[config.mk]
export PLATFORM = sky130hd
export DESIGN_NAME = fetch_stage
export DESIGN_NICKNAME = d
export VERILOG_FILES = /design/src/rtl/fetch_stage.sv
export SDC_FILE = /design/constraint.sdc
export NUM_CORES = 1
export LEC_CHECK = 0
export CORE_UTILIZATION = 51
export DETAILED_ROUTE_END_ITERATION = 8
export GPL_TIMING_DRIVEN = 0
export PLACE_DENSITY_LB_ADDON = 0.3
export SLEW_MARGIN = 20
export SYNTH_ARGS = -nofsm -noshare
export SYNTH_HDL_FRONTEND = slang
export SYNTH_SLANG_ARGS = --single-unit
[constraint.sdc]
create_clock -name iw_clk -period 2.62 [get_ports iw_clk]
set_input_delay 0.655 -clock iw_clk [delete_from_list [all_inputs] [get_ports iw_clk]]
set_output_delay 0.655 -clock iw_clk [all_outputs]
set_load 0.1 [all_outputs]
[src/rtl/fetch_stage.sv]
// rtl/fetch_stage.sv - instruction fetch front end, 2-entry output buffer, optional FETCH_PERF_EN counters
`ifndef HBIT_ADDR
`define HBIT_ADDR 9
`endif
`ifndef HBIT_DATA
`define HBIT_DATA 23
`endif

module fetch_stage #(
  parameter int unsigned RESET_PC   = 0,
  parameter int unsigned FIFO_DEPTH = 2
) (
  input  logic                iw_clk,
  input  logic                iw_rst,
  output logic [`HBIT_ADDR:0] ow_mem_addr,
  output logic                ow_mem_we,
  input  logic [`HBIT_DATA:0] iw_mem_rdata,
  input  logic                iw_redirect,
  input  logic [`HBIT_ADDR:0] iw_redirect_pc,
  output logic                or_valid,
  input  logic                iw_ready,
  output logic [`HBIT_DATA:0] or_instr,
  output logic [`HBIT_ADDR:0] or_instr_pc
`ifdef FETCH_PERF_EN
  ,
  output logic [31:0]         or_fetch_cnt,
  output logic [31:0]         or_stall_cnt
`endif
);

  localparam logic [`HBIT_ADDR:0] RESET_ADDR = RESET_PC[`HBIT_ADDR:0];

  if (FIFO_DEPTH != 2) begin : g_bad_depth
    $error("fetch_stage: FIFO_DEPTH must be 2");
  end

  // Fetch pointer and the single outstanding memory request
  logic [`HBIT_ADDR:0] r_pc;
  logic [`HBIT_ADDR:0] r_issue_pc;
  logic                r_inflight;

  // Second buffer entry; the head entry lives directly in the output registers
  logic                r_skid_valid;
  logic [`HBIT_DATA:0] r_skid_instr;
  logic [`HBIT_ADDR:0] r_skid_pc;

  logic       pop;
  logic       push;
  logic       issue;
  logic [1:0] occ;
  logic [2:0] credit_used;
  logic [2:0] credit_limit;

  assign ow_mem_addr = r_pc;
  assign ow_mem_we   = 1'b0;

  // Handshake terms and credit check: never request more than the buffer can absorb
  always_comb begin
    pop          = or_valid & iw_ready;
    push         = r_inflight & ~iw_redirect;
    occ          = {1'b0, or_valid} + {1'b0, r_skid_valid};
    credit_used  = {1'b0, occ} + {2'b0, r_inflight};
    credit_limit = 3'd2 + {2'b0, pop};
    issue        = ~iw_redirect & (credit_used < credit_limit);
  end

  // Fetch address sequencing; a redirect suppresses the issue and reloads the pointer
  always_ff @(posedge iw_clk) begin
    if (iw_rst) begin
      r_pc       <= RESET_ADDR;
      r_issue_pc <= '0;
      r_inflight <= 1'b0;
    end else begin
      r_inflight <= issue;
      if (iw_redirect) begin
        r_pc <= iw_redirect_pc;
      end else if (issue) begin
        r_pc       <= r_pc + 1'b1;
        r_issue_pc <= r_pc;
      end
    end
  end

  // Two-entry buffer: head in output registers, second entry behind it; data holds when emptied
  always_ff @(posedge iw_clk) begin
    if (iw_rst) begin
      or_valid     <= 1'b0;
      or_instr     <= '0;
      or_instr_pc  <= '0;
      r_skid_valid <= 1'b0;
      r_skid_instr <= '0;
      r_skid_pc    <= '0;
    end else if (iw_redirect) begin
      or_valid     <= 1'b0;
      r_skid_valid <= 1'b0;
    end else if (pop) begin
      if (r_skid_valid) begin
        or_instr    <= r_skid_instr;
        or_instr_pc <= r_skid_pc;
        if (push) begin
          r_skid_instr <= iw_mem_rdata;
          r_skid_pc    <= r_issue_pc;
        end else begin
          r_skid_valid <= 1'b0;
        end
      end else if (push) begin
        or_instr    <= iw_mem_rdata;
        or_instr_pc <= r_issue_pc;
      end else begin
        or_valid <= 1'b0;
      end
    end else if (push) begin
      if (or_valid) begin
        r_skid_valid <= 1'b1;
        r_skid_instr <= iw_mem_rdata;
        r_skid_pc    <= r_issue_pc;
      end else begin
        or_valid    <= 1'b1;
        or_instr    <= iw_mem_rdata;
        or_instr_pc <= r_issue_pc;
      end
    end
  end

`ifdef FETCH_PERF_EN
  // Delivered-word and downstream-stall counters; they survive redirects
  always_ff @(posedge iw_clk) begin
    if (iw_rst) begin
      or_fetch_cnt <= '0;
      or_stall_cnt <= '0;
    end else begin
      if (pop) begin
        or_fetch_cnt <= or_fetch_cnt + 32'd1;
      end
      if (or_valid & ~iw_ready) begin
        or_stall_cnt <= or_stall_cnt + 32'd1;
      end
    end
  end
`endif

endmodule

==> PnR_summary.wiki, run 1 <==
== Flow metrics ==
{| class="wikitable"
! Metric !! Value
|-
| Highest layer used for signal routing || met4
|-
| Period minus WS final || 2.58 ns
|-
| GRT overflow || 0
|-
| Simple Share, Synth || about 14%
|-
| Synthesized area || 0.00403 sq mm
|-
| Violations in the final reports || DRC
|-
| Met3 wire length || 370 um
|-
| Final antenna diode count || 0
|-
| Number of buffers inserted by hold repair at cts || 0
|-
| Dpl cells || 617
|-
| Synthesized area per cell || 9.27 sq um
|-
| Number of H-tree branching levels || 3
|-
| Share of async-settable or async-resettable flops after synthesis || 0%
|-
| Worst Path Class, Setup || flop to output port
|-
| Iter 0 DRT Violations || 101
|-
| Slowest stage cell on the critical path || clkdlybuf4s50_1
|-
| Main logic family || AND-OR/OR-AND gates
|-
| Endpoint type of the worst setup path || output port
|-
| CTS Sinks || 91
|-
| Die extent in x || slightly above 90 um
|-
| Adder-cell share of the synthesized area || 1.12%
|-
| Worst Hold Slack || about 0.46 ns
|-
| Layout cells sized above 1 || 13.7%
|-
| Register-to-register setup slack || between 0.5 and 0.6 ns
|-
| Amount of wire on met2 after detailed routing || 4490 um
|-
| Capture point of the critical path || ow_mem_addr[9]
|-
| Count of distinct cell types in the synthesized netlist || 34
|-
| Final setup violation count || 0
|-
| Peak ir drop on the vdd network || between 300 and 400 uV
|-
| Post-synthesis share of cell area spent on and-or and or-and gates || 20.3%
|-
| Clock root buffer || clkbuf_8
|-
| Chip area || 0.00827 sq mm
|-
| Signed area change from the synthesized netlist to the final layout || 27.8%
|-
| Most repeated cell in the gate-level netlist after synthesis || dfxtp_1
|-
| Max-capacitance violation count || 0
|-
| Initial antenna violation count || 0
|-
| Latest clock arrival within the worst-skew pair || 0.36 ns
|-
| Setup crit start kind || flop
|-
| DR pass1 iterations || 6
|-
| Clock edge transition at the registers on the reported setup and hold paths || 0.09 ns
|-
| Startpoint of the worst-slack reg-to-reg timing path || or_valid
|-
| IO Pins || 84
|-
| CTS tree || done
|-
| Post-detailed-placement half-perimeter wirelength || between 6000 and 7000 um
|-
| Core ar. || between 0.007 and 0.008 sq mm
|-
| Capture endpoint of the worst hold path || r_skid_instr[18]
|-
| Routability congestion estimate || 0.819
|-
| Number of max-slew violations in the final report || 0
|-
| Placement Cell Area || 0.00496 sq mm
|-
| Maximum number of pins on one net before global-route repair || 17
|-
| Fraction of synthesized cell area taken by the top area cell type || 45.2%
|-
| Largest fanout on the critical path || 4
|-
| Status || finished, violations left
|-
| Maximum count of clock buffers along a single path || 2
|-
| Cell family with the largest share of critical-path delay || buffers and inverters
|-
| GR met3 Demand/Resource || 2.93%
|-
| Top cells by area, synth || dfxtp_1 45%, mux2i_1 11%, a211oi_2 11%, nand2_1 6.8%, a21oi_1 5.7%
|-
| Period utilization || 98.6%
|-
| Warnings from Yosys || 0
|-
| Peak per-stage delay on the critical path || around 1.2 ns
|-
| Number of design rule violations left after detail routing || 1
|}
[run 1: layout make-up]
class	instances	area [sq um]
clock buffers	11	151
inverters	11	41.3
clock inverters	5	45.0
plain buffers	36	203
repair buffers	80	797
multi-input cells	297	1970
fillers	655	2530
well taps	102	128
flip-flops and latches	91	1820
[run 1: registers in the layout, summed over array words and instances (netlist names), 10 cells and up]
register	cells
r_skid_instr	24
ow_mem_addr	10
or_instr	24
r_skid_pc	10
r_issue_pc	10
or_instr_pc	10
[run 1: report_power, final]
part           leakage, nW  internal [mW]  switching (mW)
logic                 1.24          0.129           0.265
registers            0.737           1.41          0.0349
clock network       0.0981          0.410           0.521
run_1/layer_met4.png
Drawn at 4 px/um. Supply wires on this layer in grey.
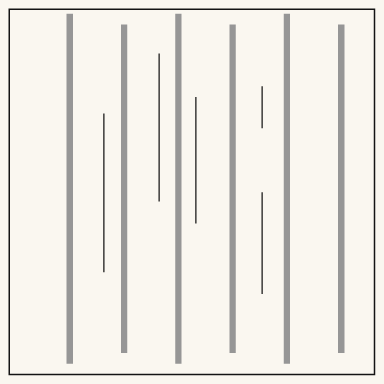
main direction = vertical
nets with wire on the layer = 3
longest straight run = 39.4 um
wire length on this layer = 143 um
share of all routed wire = 1.6%
via count of the routed design: 3352
final wirelength: 9230 um

run_1/metal_density.png
Drawn at 4 px/um. The die is cut into 18 by 18 equal tiles; white is low, dark blue is high, scaled to the fullest tile. Values are wire area over tile area, all layers added.
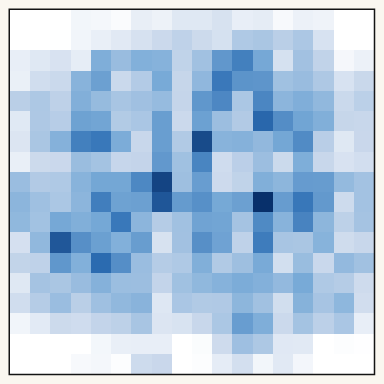
tiles over half the peak = 19%
nearly empty tiles = 8.3%
fullest tile = 0.53
All-Layer GR Usage: 22.8%
mean routed wirelength per cell: 14.6 um

run_1/congestion.png
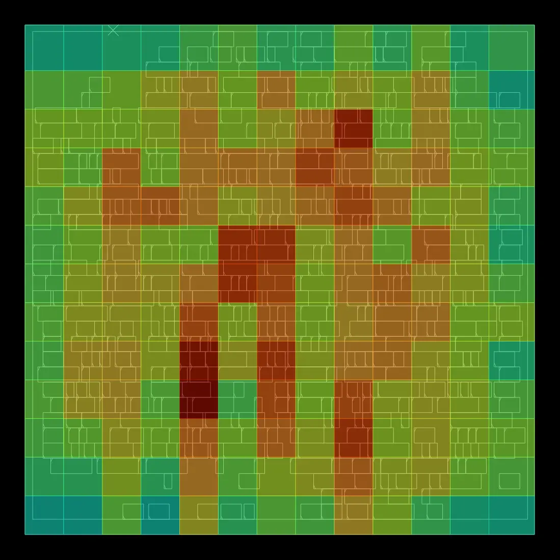
GRT met2 Usage: 38.3%
highest-utilization routing layer at the global route stage: met2
Global Route met1 Usage: 30.0%
final core utilization: 67.1%

run_1/logic_types.png
Drawn at 6 px/um.
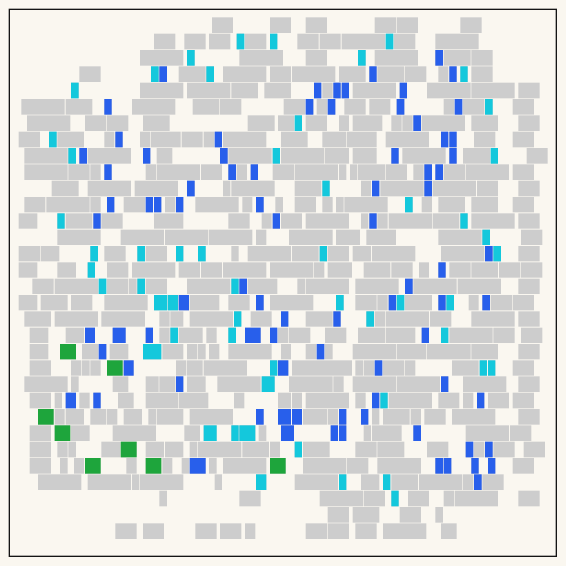
cyan -> NOR gates  # cells 54, most used nor2_1, where spread over the die
green -> AND-OR and OR-AND gates  # cells 8, most used o21a_1, where lower left
blue -> NAND gates  # cells 84, most used nand2_1
multi-input combinational area share: 38.2%
Non-Filler Instances: 633

--- run 2 (diff from run 1) ---
- HOLD_SLACK_MARGIN: not set -> 0.1
run_2/layer_met4.png
Drawn at 4 px/um. Supply wires on this layer in grey.
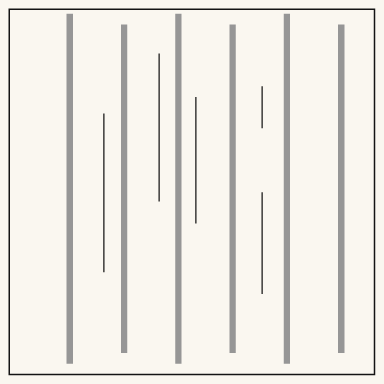
main direction = vertical
share of all routed wire = 1.6%
nets with wire on the layer = 3
wire length on this layer = 143 um
longest straight run = 39.4 um

run_2/detail.png
Region (30, 12) to (60, 42) um. Cells in grey, sequential cells in the stronger grey; small squares are vias.
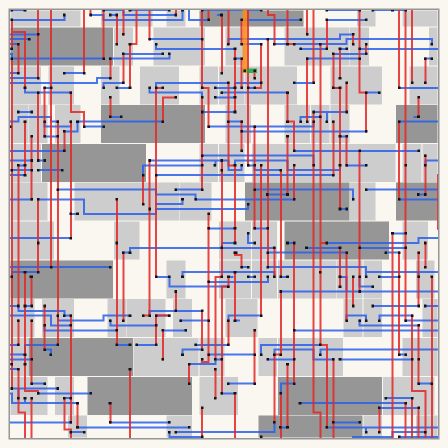
orange -> metal 4
blue -> metal 1
green -> metal 3
red -> metal 2
most frequent = dfxtp_1 (10), nand2_1 (9), a21oi_1 (7)
netlist names of flops here include = `or_instr` (2), `ow_mem_addr` (2), `r_skid_instr` (2)
cells with their middle in the window = 74
sequential cells in the window = 10

==> run 2 against run 1 <==
  * The run still ends with DRC left
  * Critical path depth is the same
  * Clock power is essentially flat
  * Synthesized cell count is the same
  * Power is the same
  * Cell count is the same
==> PnR_summary.wiki, run 2 <==
== Flow metrics ==
{| class="wikitable"
! Metric !! Value
|-
| Status || finished, violations left
|-
| Violations in the final reports || DRC
|-
| Internal power contribution || 1.95 mW
|-
| Top cells by area, synth || dfxtp_1 45%, mux2i_1 11%, a211oi_2 11%, nand2_1 6.8%, a21oi_1 5.7%
|-
| Global-route wire length before repair || 15100 um
|-
| Number of design rule violations left after detail routing || 1
|-
| Dpl cells || about 620
|-
| Leakage power figure || 2.07 nW
|-
| GRT met2 Usage || approximately two fifths
|-
| Multi-input combinational area share || 38.2%
|-
| Period minus WS final || 2.58 ns
|-
| Layout cells sized above 1 || between 10% and 20%
|-
| Mean routed wirelength per cell || ~15 um
|-
| Count of distinct cell types in the synthesized netlist || 34
|-
| Synthesized area || 0.00403 sq mm
|-
| Max-slew headroom at the worst pin || 31.8%
|-
| Highest-utilization routing layer at the global route stage || met2
|-
| CTS Sinks || between 90 and 100
|-
| Post-detailed-placement half-perimeter wirelength || 6510 um
|-
| Clock group || 0.931 mW
|-
| Peak per-stage delay on the critical path || 1.17 ns
|-
| IO Pins || 84
|-
| Number of H-tree branching levels || 3
|-
| Area-dominant class || multi-input combinational cells
|-
| Clk tree area frac || 3.81%
|-
| Final-layout clock buffer total || 11
|-
| Met3 wire length || approximately 370 um
|-
| Sequential cells || a little over 90
|-
| Clock root buffer || clkbuf_8
|-
| Fraction of synthesized cell area taken by the top area cell type || 45.2%
|-
| Non-Filler Instances || approximately 630
|-
| GRT overflow || 0
|-
| Die extent in x || 90.9 um
|-
| Seq. cell area || 0.00182 sq mm
|-
| Peak ir drop on the vdd network || just under 400 uV
|-
| Worst Hold Slack || 0.456 ns
|-
| Transition time at the pin with the least slew margin || slightly above 1 ns
|-
| Flops after synth || between 90 and 100
|-
| Total cells reported by yosys after synthesis || 435
|-
| Logic inverters || 11
|-
| Max-capacitance violation count || 0
|-
| Number of max-slew violations in the final report || 0
|-
| Switch Pwr || 0.820 mW
|-
| Largest power group || registers
|-
| Warnings from Yosys || 0
|-
| Period utilization || between 90% and 100%
|-
| Clock share of power || between 30% and 40%
|-
| Multi-input comb cells || 297
|-
| Non-clock buffer area fraction after layout || 19.4%
|-
| Highest layer used for signal routing || met4
|-
| Largest fanout on the critical path || 4
|-
| Signed area change from the synthesized netlist to the final layout || 27.8%
|-
| Amount of wire on met2 after detailed routing || 4490 um
|-
| Worst Path Class, Setup || flop to output port
|-
| Routability congestion estimate || 0.819
|-
| Sequential cell fraction of total power || 52.2%
|-
| Chip area || 0.00827 sq mm
|-
| Well tap count || 102
|-
| Maximum count of clock buffers along a single path || 2
|-
| Latest clock arrival within the worst-skew pair || 0.36 ns
|-
| Cell family with the largest share of critical-path delay || buffers and inverters
|-
| Number of buffers inserted by hold repair at cts || 0
|-
| All-Layer GR Usage || 22.8%
|-
| Final setup violation count || 0
|-
| GR met3 Demand/Resource || 2.93%
|-
| Seq/Total Area, Yosys || 45.2%
|-
| Final antenna diode count || 0
|-
| Seq. pwr || 1.45 mW
|-
| Post-synthesis share of cell area spent on and-or and or-and gates || 20.3%
|-
| Number of inserted filler cells in the final layout || 655
|-
| Plain + repair buffers || 116
|-
| Switching fraction of total power || slightly below 30%
|-
| Combinational group share of total power || 14.2%
|-
| Final wirelength || just over 9000 um
|-
| Comb. cell area || 0.00197 sq mm
|-
| Maximum number of pins on one net before global-route repair || 17
|-
| Iter 0 DRT Violations || 101
|-
| Core ar. || 0.00769 sq mm
|-
| Clock edge transition at the registers on the reported setup and hold paths || 0.09 ns
|-
| Comb group || 0.394 mW
|-
| Registers with the most flip-flops || or_instr (24), r_skid_instr (24)
|-
| Share of async-settable or async-resettable flops after synthesis || 0%
|-
| Share of the final layout cell area in sequential cells || 35.3%
|-
| CTS tree || done
|-
| Simple Share, Synth || between 10 and 15%
|-
| Via count of the routed design || between 3000 and 4000
|-
| Global Route met1 Usage || 30.0%
|-
| Setup crit start kind || flop
|-
| Most repeated cell in the gate-level netlist after synthesis || dfxtp_1
|-
| Initial antenna violation count || 0
|-
| DR pass1 iterations || 6
|-
| Synthesized area per cell || 9.27 sq um
|}
run_2/metal_density.png
Drawn at 4 px/um. The die is cut into 18 by 18 equal tiles; white is low, dark blue is high, scaled to the fullest tile. Values are wire area over tile area, all layers added.
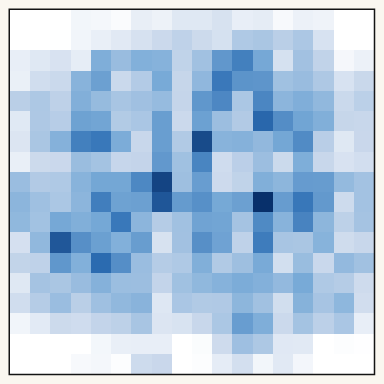
tiles over half the peak = 19%
fullest tile = 0.53
mean over tiles = 0.18

[run 2: cell counts after synthesis]
No cell type changed its count.
[run 2: final timing paths]
path	from	to	slack, ns	cells after the start
worst max-delay path	ow_mem_addr[9]	ow_mem_addr[9]	0.04	1
worst min-delay path	r_skid_instr[18]	r_skid_instr[18]	0.46	2
worst max register to register	or_valid	or_instr[16]	0.55	7
worst min register to register	r_skid_instr[18]	r_skid_instr[18]	0.46	2
[run 2: through the flow]
step | TNS, ns | util (%) | cell area, sq um
global route | 0 | 67.1 | 5150
detailed placement | -3.45 | 64.6 | 4960
finish | 0 | 67.1 | 5150
CTS | 0 | 67.0 | 5150
floorplan | 0 | - | 4030
global placement | -2.12 | 64.6 | 4960
Power is estimated from default activity; no workload was simulated.
